met3.png
The bar under the picture is 20 um long.
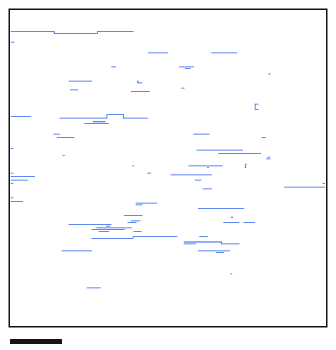
metal_stack.png
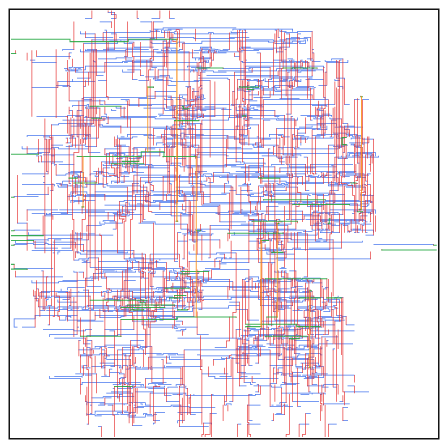
zoom.png
Window x 41 to 81, y 16 to 56 um. Cells in gray, sequential cells in the stronger gray; small squares are vias.
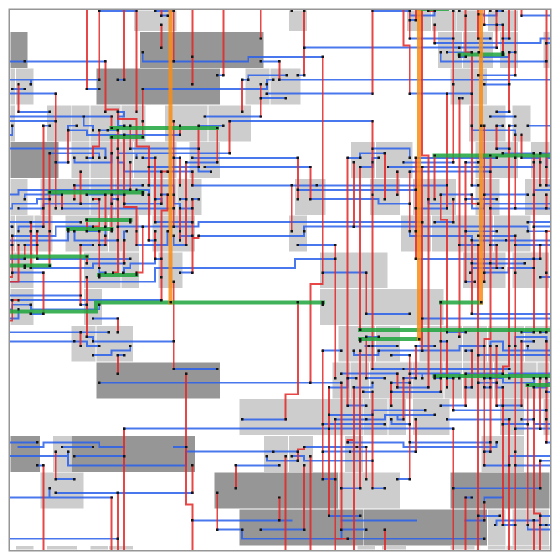
final_placement.png
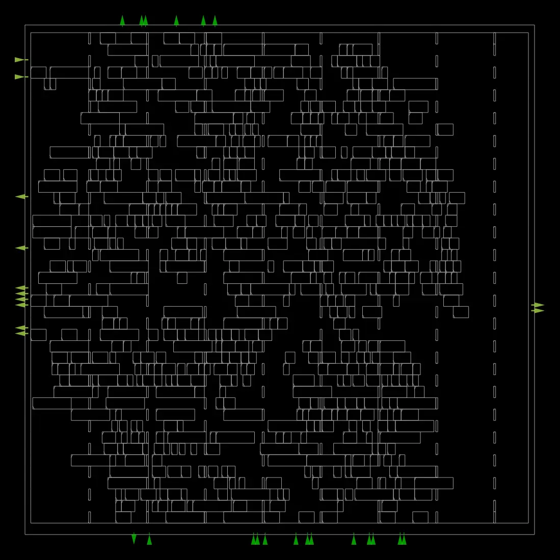
clock_map.png
The bar under the picture is 20 um long.
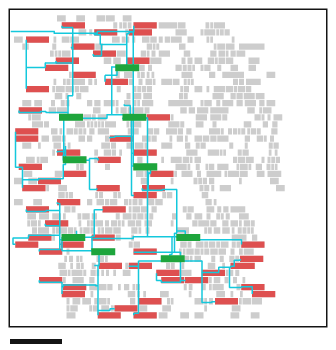
### src/rtl/steer_x_sequencer.sv
// Rear-wheel steering sequencer: maps JSTK2 X samples to a direction and duty, slews the duty and enforces dead time on reversal.
// Latency: a sample is captured one cycle after x_valid and acts at the next period_start; outputs update the cycle after period_start.
// Backpressure: none; x_valid and period_start are single-cycle strobes and are consumed the cycle they are seen.
//
// Ports:
//   clk, rst          system clock, asynchronous active-high reset
//   x_val, x_valid    10-bit X sample and its one-cycle strobe
//   period_start      strobe when the shared PWM period counter wraps to 0
//   duty              compare value for the active comparator (registered)
//   pwm_en_left/right comparator enables (registered, never both high)
//   state             0 IDLE, 1 DRIVE, 2 DEAD
//   timeout           high while the failsafe stop is active
module steer_x_sequencer #(
   parameter int unsigned CENTER          = 512,
   parameter int unsigned DEADBAND        = 40,
   parameter int unsigned DUTY_MAX        = 3800,
   parameter int unsigned STEP            = 64,
   parameter int unsigned RAMP_DIV        = 4,
   parameter int unsigned DEAD_PERIODS    = 8,
   parameter int unsigned TIMEOUT_PERIODS = 1024
) (
   input  logic        clk,
   input  logic        rst,
   input  logic [9:0]  x_val,
   input  logic        x_valid,
   input  logic        period_start,
   output logic [11:0] duty,
   output logic        pwm_en_left,
   output logic        pwm_en_right,
   output logic [1:0]  state,
   output logic        timeout
);

   localparam logic [1:0] ST_IDLE  = 2'd0;
   localparam logic [1:0] ST_DRIVE = 2'd1;
   localparam logic [1:0] ST_DEAD  = 2'd2;

   localparam logic [1:0] DIR_NONE  = 2'd0;
   localparam logic [1:0] DIR_RIGHT = 2'd1;
   localparam logic [1:0] DIR_LEFT  = 2'd2;

   localparam int FS_W = $clog2(TIMEOUT_PERIODS + 1);
   localparam int RD_W = (RAMP_DIV > 1) ? $clog2(RAMP_DIV) : 1;
   localparam int DD_W = (DEAD_PERIODS > 1) ? $clog2(DEAD_PERIODS) : 1;

   localparam logic [12:0]     HI_TH    = 13'(CENTER + DEADBAND);
   localparam logic [12:0]     LO_TH    = 13'(CENTER - DEADBAND);
   localparam logic [12:0]     DMAX_13  = 13'(DUTY_MAX);
   localparam logic [11:0]     STEP_12  = 12'(STEP);
   localparam logic [FS_W-1:0] FS_SAT   = FS_W'(TIMEOUT_PERIODS);
   localparam logic [RD_W-1:0] RD_LAST  = RD_W'(RAMP_DIV - 1);
   localparam logic [DD_W-1:0] DD_LAST  = DD_W'(DEAD_PERIODS - 1);

   logic [9:0]      x_reg;
   logic [FS_W-1:0] fs_cnt;
   logic [RD_W-1:0] ramp_cnt;
   logic [DD_W-1:0] dead_cnt, dead_nxt;
   logic [11:0]     cur_duty, cur_nxt;
   logic [1:0]      dir, dir_nxt, last_dir, last_nxt, state_nxt;

   logic [12:0] x_ext, mag;
   logic [1:0]  req_dir;
   logic [11:0] req_target, eff_target, ramped, gap;
   logic        tick;

   assign timeout = (fs_cnt == FS_SAT);
   assign tick    = period_start && (ramp_cnt == RD_LAST);
   assign x_ext   = {3'b000, x_reg};

   // Request from the captured sample; the failsafe overrides it to a stop.
   always_comb begin
      req_dir = DIR_NONE;
      mag     = '0;
      if (x_ext > HI_TH) begin
         req_dir = DIR_RIGHT;
         mag     = (x_ext - HI_TH) << 3;
      end else if (x_ext < LO_TH) begin
         req_dir = DIR_LEFT;
         mag     = (LO_TH - x_ext) << 3;
      end
      if (mag > DMAX_13) begin
         mag = DMAX_13;
      end
      req_target = mag[11:0];
      if (timeout) begin
         req_dir    = DIR_NONE;
         req_target = '0;
      end
   end

   // Slew one step toward the effective target, clipped so it never overshoots.
   always_comb begin
      eff_target = (req_dir == dir) ? req_target : 12'd0;
      if (cur_duty < eff_target) begin
         gap    = eff_target - cur_duty;
         ramped = cur_duty + ((gap > STEP_12) ? STEP_12 : gap);
      end else begin
         gap    = cur_duty - eff_target;
         ramped = cur_duty - ((gap > STEP_12) ? STEP_12 : gap);
      end
   end

   always_comb begin
      state_nxt = state;
      dir_nxt   = dir;
      last_nxt  = last_dir;
      cur_nxt   = cur_duty;
      dead_nxt  = dead_cnt;
      if (period_start) begin
         case (state)
            ST_IDLE: begin
               cur_nxt = '0;
               if (req_dir != DIR_NONE) begin
                  if (req_dir == last_dir || last_dir == DIR_NONE) begin
                     state_nxt = ST_DRIVE;
                     dir_nxt   = req_dir;
                  end else begin
                     state_nxt = ST_DEAD;
                     dead_nxt  = '0;
                  end
               end
            end
            ST_DRIVE: begin
               // Direction may only be released once the duty has slewed to zero.
               if (cur_duty == 12'd0 && req_dir == DIR_NONE) begin
                  state_nxt = ST_IDLE;
                  last_nxt  = dir;
                  dir_nxt   = DIR_NONE;
               end else if (cur_duty == 12'd0 && req_dir != dir) begin
                  state_nxt = ST_DEAD;
                  last_nxt  = dir;
                  dir_nxt   = DIR_NONE;
                  dead_nxt  = '0;
               end else if (tick) begin
                  cur_nxt = ramped;
               end
            end
            ST_DEAD: begin
               cur_nxt = '0;
               if (dead_cnt == DD_LAST) begin
                  if (req_dir != DIR_NONE) begin
                     state_nxt = ST_DRIVE;
                     dir_nxt   = req_dir;
                  end else begin
                     state_nxt = ST_IDLE;
                     last_nxt  = DIR_NONE;
                  end
               end else begin
                  dead_nxt = dead_cnt + DD_W'(1);
               end
            end
            default: begin
               state_nxt = ST_IDLE;
               dir_nxt   = DIR_NONE;
               cur_nxt   = '0;
            end
         endcase
      end
   end

   always_ff @(posedge clk or posedge rst) begin
      if (rst) begin
         x_reg    <= 10'(CENTER);
         fs_cnt   <= '0;
         ramp_cnt <= '0;
      end else begin
         if (x_valid) begin
            x_reg <= x_val;
         end
         // A fresh sample wins over a simultaneous period count.
         if (x_valid) begin
            fs_cnt <= '0;
         end else if (period_start && fs_cnt != FS_SAT) begin
            fs_cnt <= fs_cnt + FS_W'(1);
         end
         if (period_start) begin
            ramp_cnt <= tick ? '0 : ramp_cnt + RD_W'(1);
         end
      end
   end

   always_ff @(posedge clk or posedge rst) begin
      if (rst) begin
         state    <= ST_IDLE;
         dir      <= DIR_NONE;
         last_dir <= DIR_NONE;
         cur_duty <= '0;
         dead_cnt <= '0;
      end else begin
         state    <= state_nxt;
         dir      <= dir_nxt;
         last_dir <= last_nxt;
         cur_duty <= cur_nxt;
         dead_cnt <= dead_nxt;
      end
   end

   // Outputs load from the next-state values only at a period boundary so the
   // comparators never see a mid-period change; a single dir_nxt makes both
   // enables high at once impossible.
   always_ff @(posedge clk or posedge rst) begin
      if (rst) begin
         duty         <= '0;
         pwm_en_left  <= 1'b0;
         pwm_en_right <= 1'b0;
      end else if (period_start) begin
         duty         <= cur_nxt;
         pwm_en_left  <= (state_nxt == ST_DRIVE) && (dir_nxt == DIR_LEFT);
         pwm_en_right <= (state_nxt == ST_DRIVE) && (dir_nxt == DIR_RIGHT);
      end
   end

endmodule

### config.mk
export PLATFORM = sky130hd
export DESIGN_NAME = steer_x_sequencer
export DESIGN_NICKNAME = d
export VERILOG_FILES = /design/src/rtl/steer_x_sequencer.sv
export SDC_FILE = /design/constraint.sdc
export NUM_CORES = 1
export LEC_CHECK = 0
export CAP_MARGIN = 20
export CORE_UTILIZATION = 37
export DETAILED_ROUTE_END_ITERATION = 12
export PLACE_DENSITY = 0.54
export RECOVER_POWER = 25
export SYNTH_ARGS = -nofsm -noshare
export SYNTH_HDL_FRONTEND = slang
export SYNTH_SLANG_ARGS = --single-unit
### constraint.sdc
create_clock -name clk -period 15.3 [get_ports clk]
set_input_delay 3.06 -clock clk [delete_from_list [all_inputs] [get_ports clk]]
set_output_delay 3.06 -clock clk [all_outputs]
set_load 0.02 [all_outputs]
==> deck_impl_summary.md <==
Flow Results at a Glance

Outcome
  – Outcome: finished with violations
  – Failing checks: capacitance limit, slew limit

CTS
  – CTS tree: built
  – Clock-pin slew on the worst setup and hold paths: 0.05 ns
  – Num CTS Buffers: 9
  – Root Buffer: clkbuf_16
  – Skew-Pair Late Insertion Delay: 0.33 ns
  – CTS Buffer Depth: 2

Synthesis
  – Seq share, synth: a little over a quarter
  – Synth Area in Adders: 10.2%
  – Synth flops: 58
  – Synth top area cells: dfrtp_1, ha_1, nor2_1, o21ai_0, nand2_1
  – Synth cell count leaders: dfrtp_1, nor2_1, nand2_1
  – Chip Area, Yosys: ~0.0053 mm2
  – Post-synthesis average cell area: between 8 and 9 um2
  – Synth async-reset ratio: 100%
  – Synth Warn #: 0
  – Synth Area in Simple Gates: 20.4%
  – Syn_nets: 695
  – Area leader, netlist: dfrtp_1
  – Area leader share: 27.0%

Worst setup path
  – Top cell family by delay on the critical path: AND-OR/OR-AND gates
  – FF-to-FF Start: x_reg[8]
  – Setup slack, reg-to-reg: 7.53 ns
  – Buffers & Inverters on Critical Path: 0
  – Most used cell, CP: ha_1
  – Critical Path RT: between 15 and 20 ns

Placed design
  – Cell Area, Placed: approximately 0.0057 mm2
  – Place WS: 7.65 ns
  – Post-DP HPWL: 10300 um

Die
  – Ports: 31
  – Die height: 122 um
  – Chip area: roughly 0.015 mm2
  – # rows: 43
  – Initial Util: 38.1%

GRT
  – GRT met2 Usage: 29.8%
  – Busiest grt layer: met2
  – Grt met3 use: 2.82%

Drt
  – Vias per cell: 5.73
  – Post-route DRC: 0
  – Final ANT Viol Nets: 0
  – Met2 WL: between 6000 and 7000 um
  – Wl on met1: 6880 um

STA
  – Final setup viols: 0
  – Setup WS post-layout: ~7.5 ns
  – Hold_ws: roughly 0.48 ns
  – Final Max Slew Viols: around 60
  – RSZ-0062 raised after global routing: false

Layout
  – Share of layout cells above drive strength 1: under 10%
  – Non-clk invs: 53
  – Post-Layout Cell Count: 837
  – # diodes: 0
  – Clock Network Area Fraction: about 4.5%
  – Comb area: 0.00348 mm2
  – Fin nets: 708

Pwr
  – Total chip power: 0.951 mW

Job
  – MaxCap Viol Count: 1
## Picture notes: met3.png
nets with wire on the layer = 53
main direction = horizontal
longest straight run = 18.2 um

## Picture notes: metal_stack.png
blue -> met1  # wire length 6880 um
orange -> met4  # wire length 235 um
red -> met2  # wire length 6100 um
green -> met3  # wire length 483 um
GR Util All Layers: 19.6%
total vias in the final route: 4798
final WL: 13700 um
DR WL/cell: 16.4 um

## Picture notes: zoom.png
blue -> met1
green -> met3
red -> met2
orange -> met4
sequential cells in the window = 8
most frequent = o21ai_0 (11), a21oi_1 (9), nor2_1 (9)
netlist names of flops here include = x_reg (4), duty (2)
cells with their middle in the window = 98

## Picture notes: final_placement.png
# Taps: 180
core footprint: 0.0139 mm2
fillers: 1376
Seq area share: 24.5%
final core utilization: 42.8%

## Picture notes: clock_map.png
red -> flip-flops  # count 58
cyan -> clock wires  # length 988 um
green -> cells driving clock nets  # count 9
routed clock nets = 10
clock share of power: 19.5%
worst clock skew: 0.00979 ns

==> power by group <==
part	internal [mW]	leakage, nW	total, mW	switching (mW)
Clock	0.113	0.130	0.185	0.0717
Combinational	0.228	1.63	0.567	0.340
Sequential	0.170	0.774	0.198	0.0277
Total	0.512	2.54	0.951	0.439
==> worst max-delay path by stage <==
stage             start           end  cells past startpoint
4_1_cts        x_reg[8]      duty[11]                     27
5_1_grt        x_reg[8]      duty[11]                     27
6_report       x_reg[8]      duty[11]                     27
3_5_place_dp   x_reg[8]  cur_duty[11]                     26
3_3_place_gp   x_reg[8]  cur_duty[11]                     26
2_1_floorplan  x_reg[4]  cur_duty[11]                     29
Power is estimated from default activity; no workload was simulated.
